## config.mk

```make
export PLATFORM = sky130hd
export DESIGN_NAME = bcla_addsub_pipe
export DESIGN_NICKNAME = d
export VERILOG_FILES = /design/src/rtl/bcla_addsub_pipe.sv
export SDC_FILE = /design/constraint.sdc
export NUM_CORES = 1
export LEC_CHECK = 0
export ABC_AREA = 0
export CAP_MARGIN = 20
export CORE_ASPECT_RATIO = 2
export CORE_MARGIN = 2
export CORE_UTILIZATION = 45
export CTS_CLUSTER_SIZE = 14
export DETAILED_ROUTE_END_ITERATION = 8
export PLACE_DENSITY = 0.64
export SYNTH_ARGS = -nofsm -noshare
export SYNTH_HDL_FRONTEND = slang
export SYNTH_SLANG_ARGS = --single-unit
```

## constraint.sdc

```tcl
create_clock -name clk -period 3.9 [get_ports clk]
set_clock_uncertainty 0.15 [all_clocks]
set_input_delay 0.78 -clock clk [delete_from_list [all_inputs] [get_ports clk]]
set_output_delay 0.78 -clock clk [all_outputs]
set_load 0.05 [all_outputs]
```

## src/rtl/bcla_addsub_pipe.sv

```systemverilog
// -----------------------------------------------------------------------------
// bcla_addsub_pipe
//
// Pipelined WIDTH-bit adder/subtractor built from 4-bit block carry-lookahead
// groups. Each pipeline stage owns 4*GRP_PER_STG result bits. Inside a stage,
// a second-level lookahead forms every group carry directly from the group
// G/P terms and the stage carry-in. The carry between stages is registered.
//
// Result: a + b + c_in   (sub = 0)
//         a - b          (sub = 1, computed as a + ~b + 1; c_in is ignored)
// Latency is NSTG = WIDTH/(4*GRP_PER_STG) cycles and throughput is one beat
// per cycle. An empty stage accepts new data even while downstream is stalled,
// so a stalled pipe buffers up to NSTG beats.
//
// Handshake: a beat moves on a rising edge whenever its valid is high and the
// receiver's ready is high. in_valid/a/b/sub/c_in must be held stable while
// in_valid=1 and in_ready=0. sum/c_out/ovf are stable while out_valid=1 and
// out_ready=0. in_ready may depend combinationally on out_ready.
//
// Optional feature macro: BCLA_OVF_EN
//   defined   -> output ovf (two's-complement overflow, registered with c_out)
//   undefined -> no ovf port and no overflow logic
//
// Ports:
//   clk        clock, rising edge
//   rst        synchronous reset, active-high
//   in_valid   operand beat valid
//   in_ready   stage 0 can accept a beat
//   a, b       operands (WIDTH bits)
//   sub        1 = a-b, 0 = a+b+c_in
//   c_in       carry-in for addition
//   out_valid  result valid
//   out_ready  downstream accepts the result
//   sum        result modulo 2^WIDTH
//   c_out      carry out of the MSB (for sub: 1 = no borrow)
//   ovf        signed overflow (BCLA_OVF_EN only)
// -----------------------------------------------------------------------------
module bcla_addsub_pipe #(
  parameter int WIDTH       = 32,
  parameter int GRP_PER_STG = 2
) (
  input  logic             clk,
  input  logic             rst,
  input  logic             in_valid,
  output logic             in_ready,
  input  logic [WIDTH-1:0] a,
  input  logic [WIDTH-1:0] b,
  input  logic             sub,
  input  logic             c_in,
  output logic             out_valid,
  input  logic             out_ready,
  output logic [WIDTH-1:0] sum,
  output logic             c_out
`ifdef BCLA_OVF_EN
  ,
  output logic             ovf
`endif
);

  localparam int SW   = 4 * GRP_PER_STG;  // result bits per stage
  localparam int NSTG = WIDTH / SW;       // stages == latency

  // Add one stage slice: 4-bit lookahead groups plus a flattened second-level
  // lookahead (each group carry is a sum of products, never chained through
  // the previous group carry). Returns {carry_out, sum_slice}.
  function automatic logic [SW:0] slice_add(input logic [SW-1:0] xa,
                                            input logic [SW-1:0] xb,
                                            input logic          xc);
    logic [GRP_PER_STG-1:0] gg;
    logic [GRP_PER_STG-1:0] gp;
    logic [GRP_PER_STG:0]   gc;
    logic [SW-1:0]          s;
    logic [3:0]             p;
    logic [3:0]             g;
    logic [3:0]             c;
    logic                   term;
    logic                   acc;
    for (int j = 0; j < GRP_PER_STG; j++) begin
      p     = xa[4*j +: 4] | xb[4*j +: 4];
      g     = xa[4*j +: 4] & xb[4*j +: 4];
      gg[j] = g[3] | (p[3] & g[2]) | (p[3] & p[2] & g[1]) |
              (p[3] & p[2] & p[1] & g[0]);
      gp[j] = &p;
    end
    gc[0] = xc;
    for (int j = 1; j <= GRP_PER_STG; j++) begin
      // Stage carry-in propagated through all lower groups.
      acc = xc;
      for (int l = 0; l < j; l++) begin
        acc = acc & gp[l];
      end
      // Group m generates, all groups between m and j propagate.
      for (int m = 0; m < j; m++) begin
        term = gg[m];
        for (int l = m + 1; l < j; l++) begin
          term = term & gp[l];
        end
        acc = acc | term;
      end
      gc[j] = acc;
    end
    for (int j = 0; j < GRP_PER_STG; j++) begin
      p    = xa[4*j +: 4] | xb[4*j +: 4];
      g    = xa[4*j +: 4] & xb[4*j +: 4];
      c[0] = gc[j];
      c[1] = g[0] | (p[0] & gc[j]);
      c[2] = g[1] | (p[1] & g[0]) | (p[1] & p[0] & gc[j]);
      c[3] = g[2] | (p[2] & g[1]) | (p[2] & p[1] & g[0]) |
             (p[2] & p[1] & p[0] & gc[j]);
      s[4*j +: 4] = xa[4*j +: 4] ^ xb[4*j +: 4] ^ c;
    end
    return {gc[GRP_PER_STG], s};
  endfunction

  // Pipeline registers. Stage k holds the full (skewed) operands, the sum
  // bits completed so far and the carry out of its own slice.
  logic [NSTG-1:0]            valid_q, valid_d;
  logic [NSTG-1:0]            carry_q, carry_d;
  logic [NSTG-1:0][WIDTH-1:0] a_q, a_d;
  logic [NSTG-1:0][WIDTH-1:0] b_q, b_d;
  logic [NSTG-1:0][WIDTH-1:0] sum_q, sum_d;

  // Inputs seen by each stage: the port side for stage 0, the previous
  // stage's registers otherwise.
  logic [NSTG-1:0]            src_v;
  logic [NSTG-1:0]            src_c;
  logic [NSTG-1:0][WIDTH-1:0] src_a;
  logic [NSTG-1:0][WIDTH-1:0] src_b;
  logic [NSTG-1:0][WIDTH-1:0] src_sum;
  logic [NSTG-1:0][SW:0]      slice_res;
  logic [NSTG-1:0]            stage_ready;

  // Operand preparation at accept; subtraction is a + ~b + 1.
  always_comb begin
    src_v[0]   = in_valid;
    src_a[0]   = a;
    src_b[0]   = sub ? ~b : b;
    src_c[0]   = sub | c_in;
    src_sum[0] = '0;
    for (int k = 1; k < NSTG; k++) begin
      src_v[k]   = valid_q[k-1];
      src_a[k]   = a_q[k-1];
      src_b[k]   = b_q[k-1];
      src_c[k]   = carry_q[k-1];
      src_sum[k] = sum_q[k-1];
    end
  end

  always_comb begin
    for (int k = 0; k < NSTG; k++) begin
      slice_res[k] = slice_add(src_a[k][k*SW +: SW], src_b[k][k*SW +: SW],
                               src_c[k]);
    end
  end

  // A stage may load when it is empty or when every stage below it up to the
  // output is going to move. Written in closed form (not as a chain over
  // stage_ready itself) so there is no self-referencing combinational vector.
  for (genvar k = 0; k < NSTG; k++) begin : g_ready
    assign stage_ready[k] = out_ready | ~(&valid_q[NSTG-1:k]);
  end

  always_comb begin
    valid_d = valid_q;
    carry_d = carry_q;
    a_d     = a_q;
    b_d     = b_q;
    sum_d   = sum_q;
    for (int k = 0; k < NSTG; k++) begin
      if (stage_ready[k]) begin
        valid_d[k]                = src_v[k];
        a_d[k]                    = src_a[k];
        b_d[k]                    = src_b[k];
        sum_d[k]                  = src_sum[k];
        sum_d[k][k*SW +: SW]      = slice_res[k][SW-1:0];
        carry_d[k]                = slice_res[k][SW];
      end
    end
  end

  always_ff @(posedge clk) begin
    if (rst) begin
      valid_q <= '0;
      carry_q <= '0;
      a_q     <= '0;
      b_q     <= '0;
      sum_q   <= '0;
    end else begin
      valid_q <= valid_d;
      carry_q <= carry_d;
      a_q     <= a_d;
      b_q     <= b_d;
      sum_q   <= sum_d;
    end
  end

  assign in_ready  = stage_ready[0];
  assign out_valid = valid_q[NSTG-1];
  assign sum       = sum_q[NSTG-1];
  assign c_out     = carry_q[NSTG-1];

`ifdef BCLA_OVF_EN
  // Carry into the MSB is recovered as a^b^sum at that bit; overflow is that
  // carry XOR the carry out.
  logic ovf_q, ovf_d;

  always_comb begin
    ovf_d = ovf_q;
    if (stage_ready[NSTG-1]) begin
      ovf_d = src_a[NSTG-1][WIDTH-1] ^ src_b[NSTG-1][WIDTH-1] ^
              slice_res[NSTG-1][SW-1] ^ slice_res[NSTG-1][SW];
    end
  end

  always_ff @(posedge clk) begin
    if (rst) begin
      ovf_q <= 1'b0;
    end else begin
      ovf_q <= ovf_d;
    end
  end

  assign ovf = ovf_q;
`endif

  // Consumed operand bits and not-yet-final sum bits are intentionally left
  // dangling; this collects them in one place.
  logic unused_pipe;
  assign unused_pipe = ^{a_q, b_q, sum_q};

endmodule

```

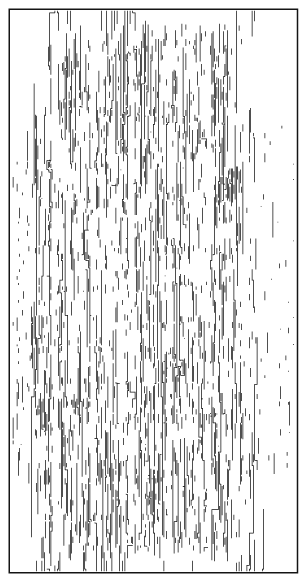
Run 1: metal 2
wire length on this layer	8800 microns
nets with wire on the layer	911
share of all routed wire	50%
main direction	vertical
longest straight run	70.7 microns

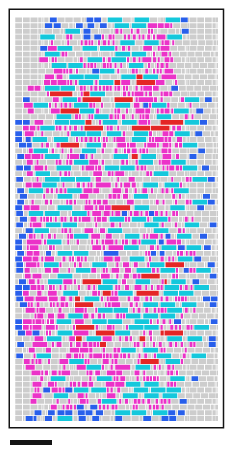
Run 1: placed cells, one color a class
Scale bar: 20 microns. Fill, decap, tap and diode cells in gray.
class	color	cells	share of their area
flip-flops	cyan	184	37%
other buffers and delay cells	blue	116	11%
all other logic	magenta	788	46%
clock drivers and dummy loads	red	32	6.1%

==> flow_metrics.tcl, run 1 <==
# yosys + openroad results
set metrics [dict create \
    status "finished clean" \
    nNonClkInverters 84 \
    num_antenna_cells 0 \
    edf_count 0 \
    worst_ep_arrival_time_ns 2.20 \
    hold_path_depth 2 \
    yosysMostFrequentCell "nand2_1" \
    cp-end-kind "output pin" \
    die_area_sq_um 20200 \
    clockBufferDepth 2 \
    hold-worst-slack_ns 0.301 \
    setup_viol 0 \
    final_cell_mix "266 x nand2_1, 184 x dfxtp_1, 147 x a21oi_1" \
    fin_crit_ns 3.13 \
    holdCritStartpoint "src_sum[109]" \
    dp_slack_ns 0.474 \
    top_cells_by_count "266 x nand2_1, 184 x dfxtp_1, 147 x a21oi_1" \
    drv_cap 0 \
    buffers 116 \
    syn_to_final_growth_pct 20.4 \
    path_max_fanout 22 \
    root_buffer "clkbuf_16" \
    avgSynthCellArea_sq_um 8.25 \
    hold_viol 0 \
    num-fill-cells 1788 \
    p_leak_uw 0.00416 \
    compound_area_share_pct 16.3 \
    syn_nets 1180 \
    synth_top_area_share_pct 43.0 \
    synth-adder-area-share_pct 11.1 \
    track_usage_pct 18.1 \
    slew_violations 0 \
    tns_ns 0 \
    fin_crit_sh_pct 80.3 \
    synth_flops 184 \
    logic_area_sq_um 4250 \
    drt-total-wl_mm 17.4 \
    io_pins 105 \
    finalWorstSetupSlack_ns 0.767 \
    tightest_slew_ns 0.763 \
    num_vias 6613 \
    synth-simple-area-share_pct 17.3 \
    top_cells_by_area "dfxtp_1 43%, nand2_1 12%, ha_1 9.2%, a21oi_1 8.6%, inv_1 3.6%" \
    stdcell_count 1375 \
]
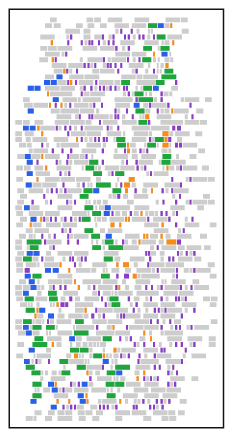
Run 1: selected gate families
family	color	cells	most used
NAND gates	purple	279	nand2_1
adder and majority cells	green	71	ha_1
XOR/XNOR gates	blue	47	xnor2_1
NOR gates	orange	70	nor2_1

run 1: metal layers:
metal | up-vias | wire [microns] | track usage, %
met5 | - | 0 | 0
met4 | 0 | 218 | 6.26
met3 | 10 | 482 | 2.73
met2 | 98 | 8800 | 31.0
met1 | 2998 | 7950 | 22.8
li1 | 3507 | - | -
run 1: worst max-delay path, stage by stage:
cell and delay, ns:
clkdlybuf4s50_1 0.46, nor2b_4 0.13, and3_4 0.35, and2_2 0.26, inv_4 0.04, buf_4 0.18
run 1: flip-flops by register name (all words and copies together) (netlist names):
register / count
a_q: 48
sum: 32
valid_q: 4
b_q: 48
carry_q: 4
src_sum: 48
run 1: report_power, final:
part / internal, uW / switching (uW)
logic: 243 / 274
registers: 2000 / 69.7
clock network: 1030 / 771
==> run 2: changes to the inputs <==
==> constraint.sdc (replaced) <==
create_clock -name clk -period 3.3 [get_ports clk]
set_clock_uncertainty 0.15 [all_clocks]
set_input_delay 0.66 -clock clk [delete_from_list [all_inputs] [get_ports clk]]
set_output_delay 0.66 -clock clk [all_outputs]
set_load 0.05 [all_outputs]
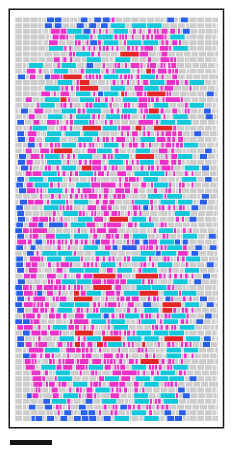
Run 2: placed cells, one color a class
Scale bar: 20 microns. Fill, decap, tap and diode cells in gray.
class	color	cells	share of their area
clock drivers and dummy loads	red	31	6.0%
flip-flops	cyan	184	37%
other buffers and delay cells	blue	121	12%
all other logic	magenta	788	46%

==> run 2 against run 1 <==
  * Via count rose by 0.42%
  * Setup slack got worse by 0.21 ns
  * Clock-buffer cell count rose by 3
  * Utilization rose by 0.19 points
  * Largest cell class unchanged
  * Total power rose by 16%
  * Non-clock buffer count rose by 5
  * Synthesized cell count did not move
==> flow_metrics.tcl, run 2 <==
# yosys + openroad results
set metrics [dict create \
    grt-busiest-layer "met2" \
    nNonClkInverters 84 \
    hold-worst-slack_ns 0.300 \
    cp-end-kind "register" \
    tns_ns 0 \
    fin_crit_sh_pct 83.1 \
    top_cells_by_area "dfxtp_1 43%, nand2_1 12%, ha_1 9.2%, a21oi_1 8.6%, inv_1 3.6%" \
    die_area_sq_um 20200 \
    dr_wl_met3_microns 522 \
    drv_cap 0 \
    holdCritStartpoint "sum[6]" \
    compound_area_share_pct 16.3 \
    logic_area_sq_um 4250 \
    num_vias 6641 \
    worst_ep_arrival_time_ns 2.96 \
    slew_violations 0 \
    status "finished clean" \
    grt_use_met2_pct 30.7 \
    synth_top_area_share_pct 43.0 \
    final_cell_mix "266 x nand2_1, 184 x dfxtp_1, 147 x a21oi_1" \
    buffers 121 \
    p_leak_uw 0.00418 \
    path_max_fanout 4 \
    io_pins 105 \
    grt_use_met3_pct 2.73 \
    hold_viol 0 \
    synth-simple-area-share_pct 17.3 \
    synth_flops 184 \
    num-fill-cells 1843 \
    synth-adder-area-share_pct 11.1 \
    syn_nets 1180 \
    clockBufferDepth 2 \
    dp_slack_ns 0.0942 \
    track_usage_pct 17.8 \
    edf_count 0 \
    num_antenna_cells 0 \
    hold_path_depth 2 \
]
## run 2: netlist changes by cell type in the layout (fill, tap and decap cells not counted), sizes merged
| cell | delta |
|---|---|
| buf | +5 |
| inv | -7 |
| bufinv | -1 |
| clkbuf | +3 |
| clkinv | +2 |
| clkinvlp | +2 |
## run 2: worst max-delay path, cell delays in order
cell and delay [ns]:
clkdlybuf4s50_1 0.47, xor2_1 0.24, ha_1 0.25, o22a_1 0.18, o221ai_2 0.12, buf_4 0.17, o311ai_2 0.24, a31oi_1 0.16
or4_1 0.41, nand3_1 0.07
## run 2: power breakdown
group,internal [uW],switching (uW)
Combinational,292,322
Sequential,2360,81.3
Clock,1190,846
Total,3850,1250
No activity file was given, so power comes from the tool's default toggle rates.
